### config.mk
export PLATFORM = sky130hd
export DESIGN_NAME = fetch_ctrl_flat
export DESIGN_NICKNAME = d
export VERILOG_FILES = /design/src/rtl/fetch_ctrl_if.sv /design/src/rtl/fetch_ctrl.sv /design/src/flat_wrapper.sv
export SDC_FILE = /design/constraint.sdc
export NUM_CORES = 1
export LEC_CHECK = 0
export ABC_AREA = 1
export CORE_MARGIN = 4
export CORE_UTILIZATION = 46
export DETAILED_ROUTE_END_ITERATION = 8
export HOLD_SLACK_MARGIN = 0.12
export MAX_ROUTING_LAYER = met4
export PLACE_DENSITY = 0.91
export SLEW_MARGIN = 20
export SYNTH_ARGS = -nofsm -noshare
export SYNTH_HDL_FRONTEND = slang
export SYNTH_SLANG_ARGS = --single-unit
### constraint.sdc
create_clock -name clk -period 2.49 [get_ports clk]
set_input_delay 0.498 -clock clk [delete_from_list [all_inputs] [get_ports clk]]
set_output_delay 0.498 -clock clk [all_outputs]
set_load 0.02 [all_outputs]
### src/rtl/fetch_ctrl_if.sv
// I-cache read channel between the fetch sequencer (master) and the instruction cache (slave).
interface fetch_ctrl_if;
  logic        icache_read;
  logic [31:0] icache_addr;
  logic        icache_resp;
  logic [31:0] icache_rdata;

  modport master (output icache_read, icache_addr, input icache_resp, icache_rdata);
  modport slave  (input icache_read, icache_addr, output icache_resp, icache_rdata);
endinterface

### src/rtl/fetch_ctrl.sv
// Fetch sequencer: owns the fetch PC, issues one I-cache read at a time and tags delivered
// instructions with branch IDs, stalling on queue backpressure or branch-tag exhaustion.
//
// state | meaning
// IDLE  | no request outstanding; issue when the queue and branch tags allow
// REQ   | request outstanding; the returned word is delivered to decode
// DROP  | request outstanding after a flush; the returned word is discarded
module fetch_ctrl #(
  parameter logic [31:0] RESET_PC = 32'h0000_0060,
  parameter int          MAX_BR   = 4,
  parameter int          BR_ID_W  = 3
) (
  input  logic               clk,
  input  logic               rst,
  fetch_ctrl_if.master       icache,
  input  logic               iq_full,
  input  logic               flush_i,
  input  logic [31:0]        redirect_pc,
  input  logic               br_resolve_i,
  output logic               load_ir,
  output logic [31:0]        instr_o,
  output logic [31:0]        pc_o,
  output logic [BR_ID_W-1:0] branch_id_o,
  output logic               fetch_stall
);

  localparam logic [1:0] IDLE = 2'd0;
  localparam logic [1:0] REQ  = 2'd1;
  localparam logic [1:0] DROP = 2'd2;

  localparam int               CNT_W   = $clog2(MAX_BR + 1);
  localparam logic [CNT_W-1:0] MAX_CNT = CNT_W'(MAX_BR);

  logic [1:0]         state;
  logic [31:0]        pc;
  logic               read_q;
  logic [31:0]        addr_q;
  logic [BR_ID_W-1:0] alloc_ptr;
  logic [CNT_W-1:0]   br_count;

  logic can_issue;
  logic is_br;
  logic alloc;

  assign can_issue = !iq_full && (br_count < MAX_CNT) && !flush_i;
  assign is_br     = (icache.icache_rdata[6:0] == 7'b1100011) ||
                     (icache.icache_rdata[6:0] == 7'b1101111) ||
                     (icache.icache_rdata[6:0] == 7'b1100111);
  assign load_ir   = (state == REQ) && icache.icache_resp && !flush_i;
  assign alloc     = load_ir && is_br;

  assign icache.icache_read = read_q;
  assign icache.icache_addr = addr_q;
  assign instr_o            = icache.icache_rdata;
  assign pc_o               = addr_q;
  // Non-branch words carry the tag of the youngest branch ahead of them.
  assign branch_id_o        = alloc ? alloc_ptr : alloc_ptr - BR_ID_W'(1);
  assign fetch_stall        = (state == IDLE) && !can_issue;

  always_ff @(posedge clk or negedge rst) begin
    if (!rst) begin
      state     <= IDLE;
      pc        <= RESET_PC;
      read_q    <= 1'b0;
      addr_q    <= 32'h0;
      alloc_ptr <= '0;
      br_count  <= '0;
    end else begin
      case (state)
        IDLE: begin
          if (can_issue) begin
            read_q <= 1'b1;
            addr_q <= pc;
            state  <= REQ;
          end else if (flush_i) begin
            pc <= redirect_pc;
          end
        end
        REQ: begin
          if (flush_i) begin
            pc <= redirect_pc;
            if (icache.icache_resp) begin
              read_q <= 1'b0;
              state  <= IDLE;
            end else begin
              // The cache cannot take back a request, so wait it out in DROP.
              state <= DROP;
            end
          end else if (icache.icache_resp) begin
            pc     <= pc + 32'd4;
            read_q <= 1'b0;
            state  <= IDLE;
          end
        end
        DROP: begin
          if (flush_i) pc <= redirect_pc;
          if (icache.icache_resp) begin
            read_q <= 1'b0;
            state  <= IDLE;
          end
        end
        default: begin
          read_q <= 1'b0;
          state  <= IDLE;
        end
      endcase

      if (alloc) alloc_ptr <= alloc_ptr + BR_ID_W'(1);

      if (flush_i)
        br_count <= '0;
      else if (alloc && !br_resolve_i)
        br_count <= br_count + CNT_W'(1);
      else if (!alloc && br_resolve_i && (br_count != '0))
        br_count <= br_count - CNT_W'(1);
    end
  end

endmodule

### src/flat_wrapper.sv
// flat-port wrapper written by rule: the top's interface ports become plain ports
module fetch_ctrl_flat 
#(
  parameter logic [31:0] RESET_PC = 32'h0000_0060,
  parameter int          MAX_BR   = 4,
  parameter int          BR_ID_W  = 3
)
  (clk, rst, iq_full, flush_i, redirect_pc, br_resolve_i, load_ir, instr_o, pc_o, branch_id_o, fetch_stall, icache_icache_read, icache_icache_addr, icache_icache_resp, icache_icache_rdata);
  fetch_ctrl_if icache_i ();
  input  logic clk;
  input  logic rst;
  input  logic iq_full;
  input  logic flush_i;
  input  logic [31:0] redirect_pc;
  input  logic br_resolve_i;
  output logic load_ir;
  output logic [31:0] instr_o;
  output logic [31:0] pc_o;
  output logic [BR_ID_W-1:0] branch_id_o;
  output logic fetch_stall;
  output wire logic [$bits(icache_i.icache_read)-1:0] icache_icache_read;
  output wire logic [$bits(icache_i.icache_addr)-1:0] icache_icache_addr;
  input wire logic [$bits(icache_i.icache_resp)-1:0] icache_icache_resp;
  input wire logic [$bits(icache_i.icache_rdata)-1:0] icache_icache_rdata;
  assign icache_icache_read = icache_i.icache_read;
  assign icache_icache_addr = icache_i.icache_addr;
  assign icache_i.icache_resp = icache_icache_resp;
  assign icache_i.icache_rdata = icache_icache_rdata;
  fetch_ctrl #(.RESET_PC(RESET_PC), .MAX_BR(MAX_BR), .BR_ID_W(BR_ID_W)) u_core (.clk(clk), .rst(rst), .icache(icache_i), .iq_full(iq_full), .flush_i(flush_i), .redirect_pc(redirect_pc), .br_resolve_i(br_resolve_i), .load_ir(load_ir), .instr_o(instr_o), .pc_o(pc_o), .branch_id_o(branch_id_o), .fetch_stall(fetch_stall));
endmodule
==> flow_metrics.env <==
# source this file to load flow results
export IMPL_cts_tree="built"
export IMPL_r2r_slack_ns=0.45
export IMPL_wl_mm=11.8
export IMPL_async_flop_share=1.00
export IMPL_place_congestion=0.919
export IMPL_hold_end="u_core.alloc_ptr[2]$_DFFE_PN0P_"
export IMPL_comb_multi_input_count=449
export IMPL_p_comb_frac=0.535
export IMPL_status="finished clean"
export IMPL_ys_cells=667
export IMPL_grt_max_degree=63
export IMPL_grt_use_met3=0.0444
export IMPL_powerDensity_nw_per_um2=1210
export IMPL_cap_violations=0
export IMPL_antenna_found_initial=0
export IMPL_instances_no_fill=876
export IMPL_critical_path_class="in2out"
export IMPL_crit_fanout=4
export IMPL_place_hpwl_mm=8.96
export IMPL_whs_path_depth=1
export IMPL_fillCellCount=848
export IMPL_routedWlPerCell_um=13.4
export IMPL_nFlopsAndLatches=73
export IMPL_synthXorXnorAreaFrac=0.00928
export IMPL_layout_worst_path_cycle_share=0.948
export IMPL_yosys_area_top_type="dfrtp_1"
export IMPL_ys_types=34
export IMPL_area_share_nonclk_buffers=0.234
export IMPL_clockRootBuffer="clkbuf_8"
export IMPL_crit_path_cell_trace="clkdlybuf4s50_1 -> nand2_1 -> a21oi_2 -> nand3_2 -> buf_4 -> nand2_1 -> o21ai_0 -> clkbuf_2"
export IMPL_p_leak_nw=2.75
export IMPL_nets=816
export IMPL_worstSetupStartpointType="input pin"
export IMPL_path_delay_family="buffers and inverters"
export IMPL_cp_startpoint="icache_icache_rdata[1]"
export IMPL_synth_top_cell_area_share=0.377
export IMPL_synth_seq_share=0.388
export IMPL_p_sw_frac=0.447
export IMPL_drv_slew=0
export IMPL_critPathSlowestCell="clkdlybuf4s50_1"
export IMPL_cpPeakStageDelay_ns=0.48
export IMPL_clock_sinks=73
export IMPL_adder_share=0.0228
export IMPL_critical_path_cell_count=8
export IMPL_cts_buffer_depth=2
export IMPL_r2r_end="u_core.br_count[2]$_DFFE_PN0P_"
export IMPL_postCtsSetupBuffers=0
export IMPL_required_ns=1.99
export IMPL_synth_seq_cells=73
export IMPL_setup_viol=0
export IMPL_power_leader="combinational logic"
export IMPL_r2r_start="u_core.state[0]$_DFFE_PN0N_"
export IMPL_ir_worst_vdd_v=0.000628
export IMPL_ys_warnings_count=0
export IMPL_drt_iter0_markers=325
export IMPL_power_combinational_w=0.00386
export IMPL_largestClassByArea="combinational gates"
export IMPL_cpMostUsedCell="nand2_1"
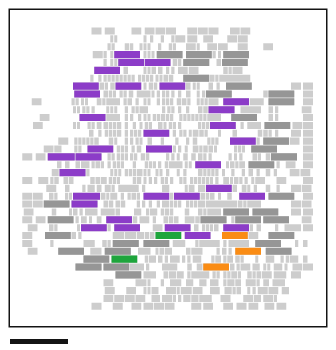
Figure 1: where the registers sit.
Bar = 20 um. Other sequential cells in the stronger gray, the rest of the logic in the fainter gray.
Key: green = u_core.state [placed flops 2]; purple = u_core.pc [placed flops 32]; orange = u_core.br_count [placed flops 3]
flop share of the area: 0.308
sequential cell area: 1830 um2
Util after Layout: 0.603
Seq. pwr: 0.00229 W

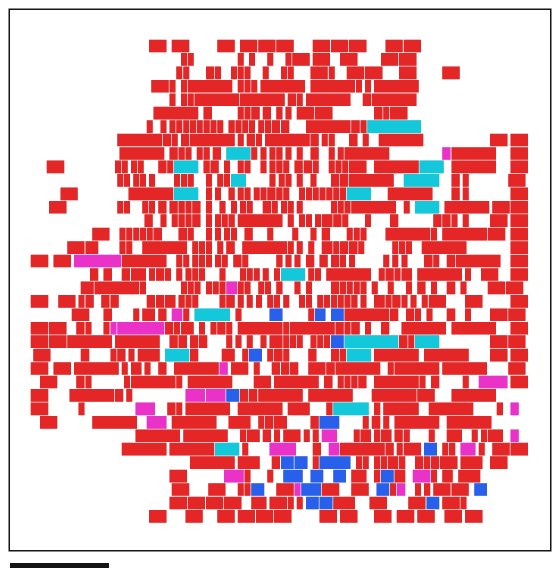
Figure 2: cells by drive strength.
Bar = 20 um.
Key: blue = drive 3 to 4 [cells 22, share 3.0%, most used buf_4]; cyan = drive 6 and up [cells 17, share 2.3%, most used clkbuf_8]; magenta = drive 2 [cells 22, share 3.0%, most used mux2_2]; red = drive 1 or less [cells 682, share 92%, most used nand2_1]
Final Cell Area: 5940 um2
final worst slack: 0.130 ns
Signal buffers: 142
Area Growth Syn to Fin: 26.0%

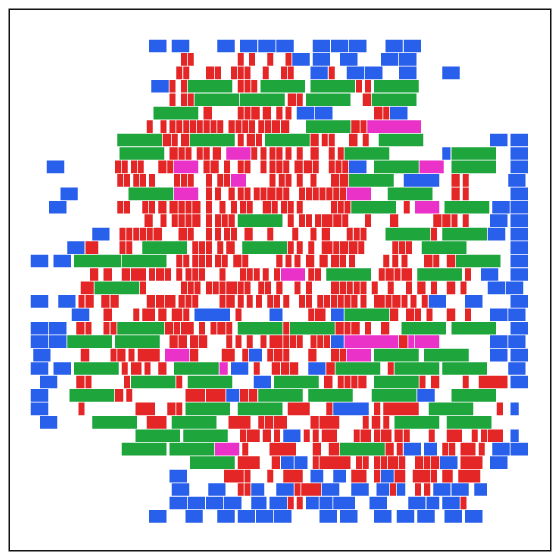
Figure 3: placed cells, one color a class.
Key: magenta = clock drivers and dummy loads [cells 16, share of their area 4.0%]; red = all other logic [cells 512, share of their area 40%]; green = flops [cells 73, share of their area 32%]; blue = other buffers and delay cells [cells 142, share of their area 24%]
core box area: 9860 um2
FP Rows: 36

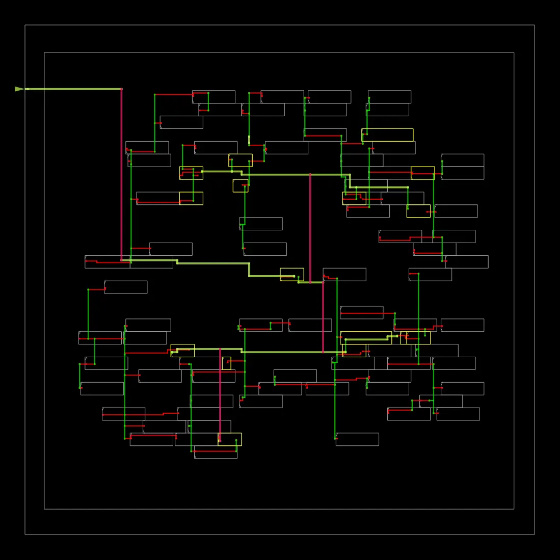
Figure 4: clock routing.
clock latency on the worst-skew pair: 0.36 ns
clock-net power: 0.00107 W

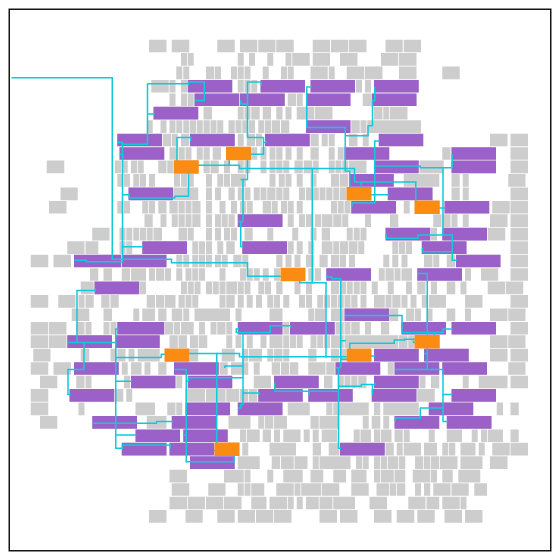
Figure 5: clock distribution.
Key: cyan = clock wires [length 939 um]; purple = flip-flops [count 73]; orange = cells driving clock nets [count 9]
There are 10 routed clock nets.
clock power share: 0.148
skew final: 0.0123 ns

Power is estimated from default activity; no workload was simulated.
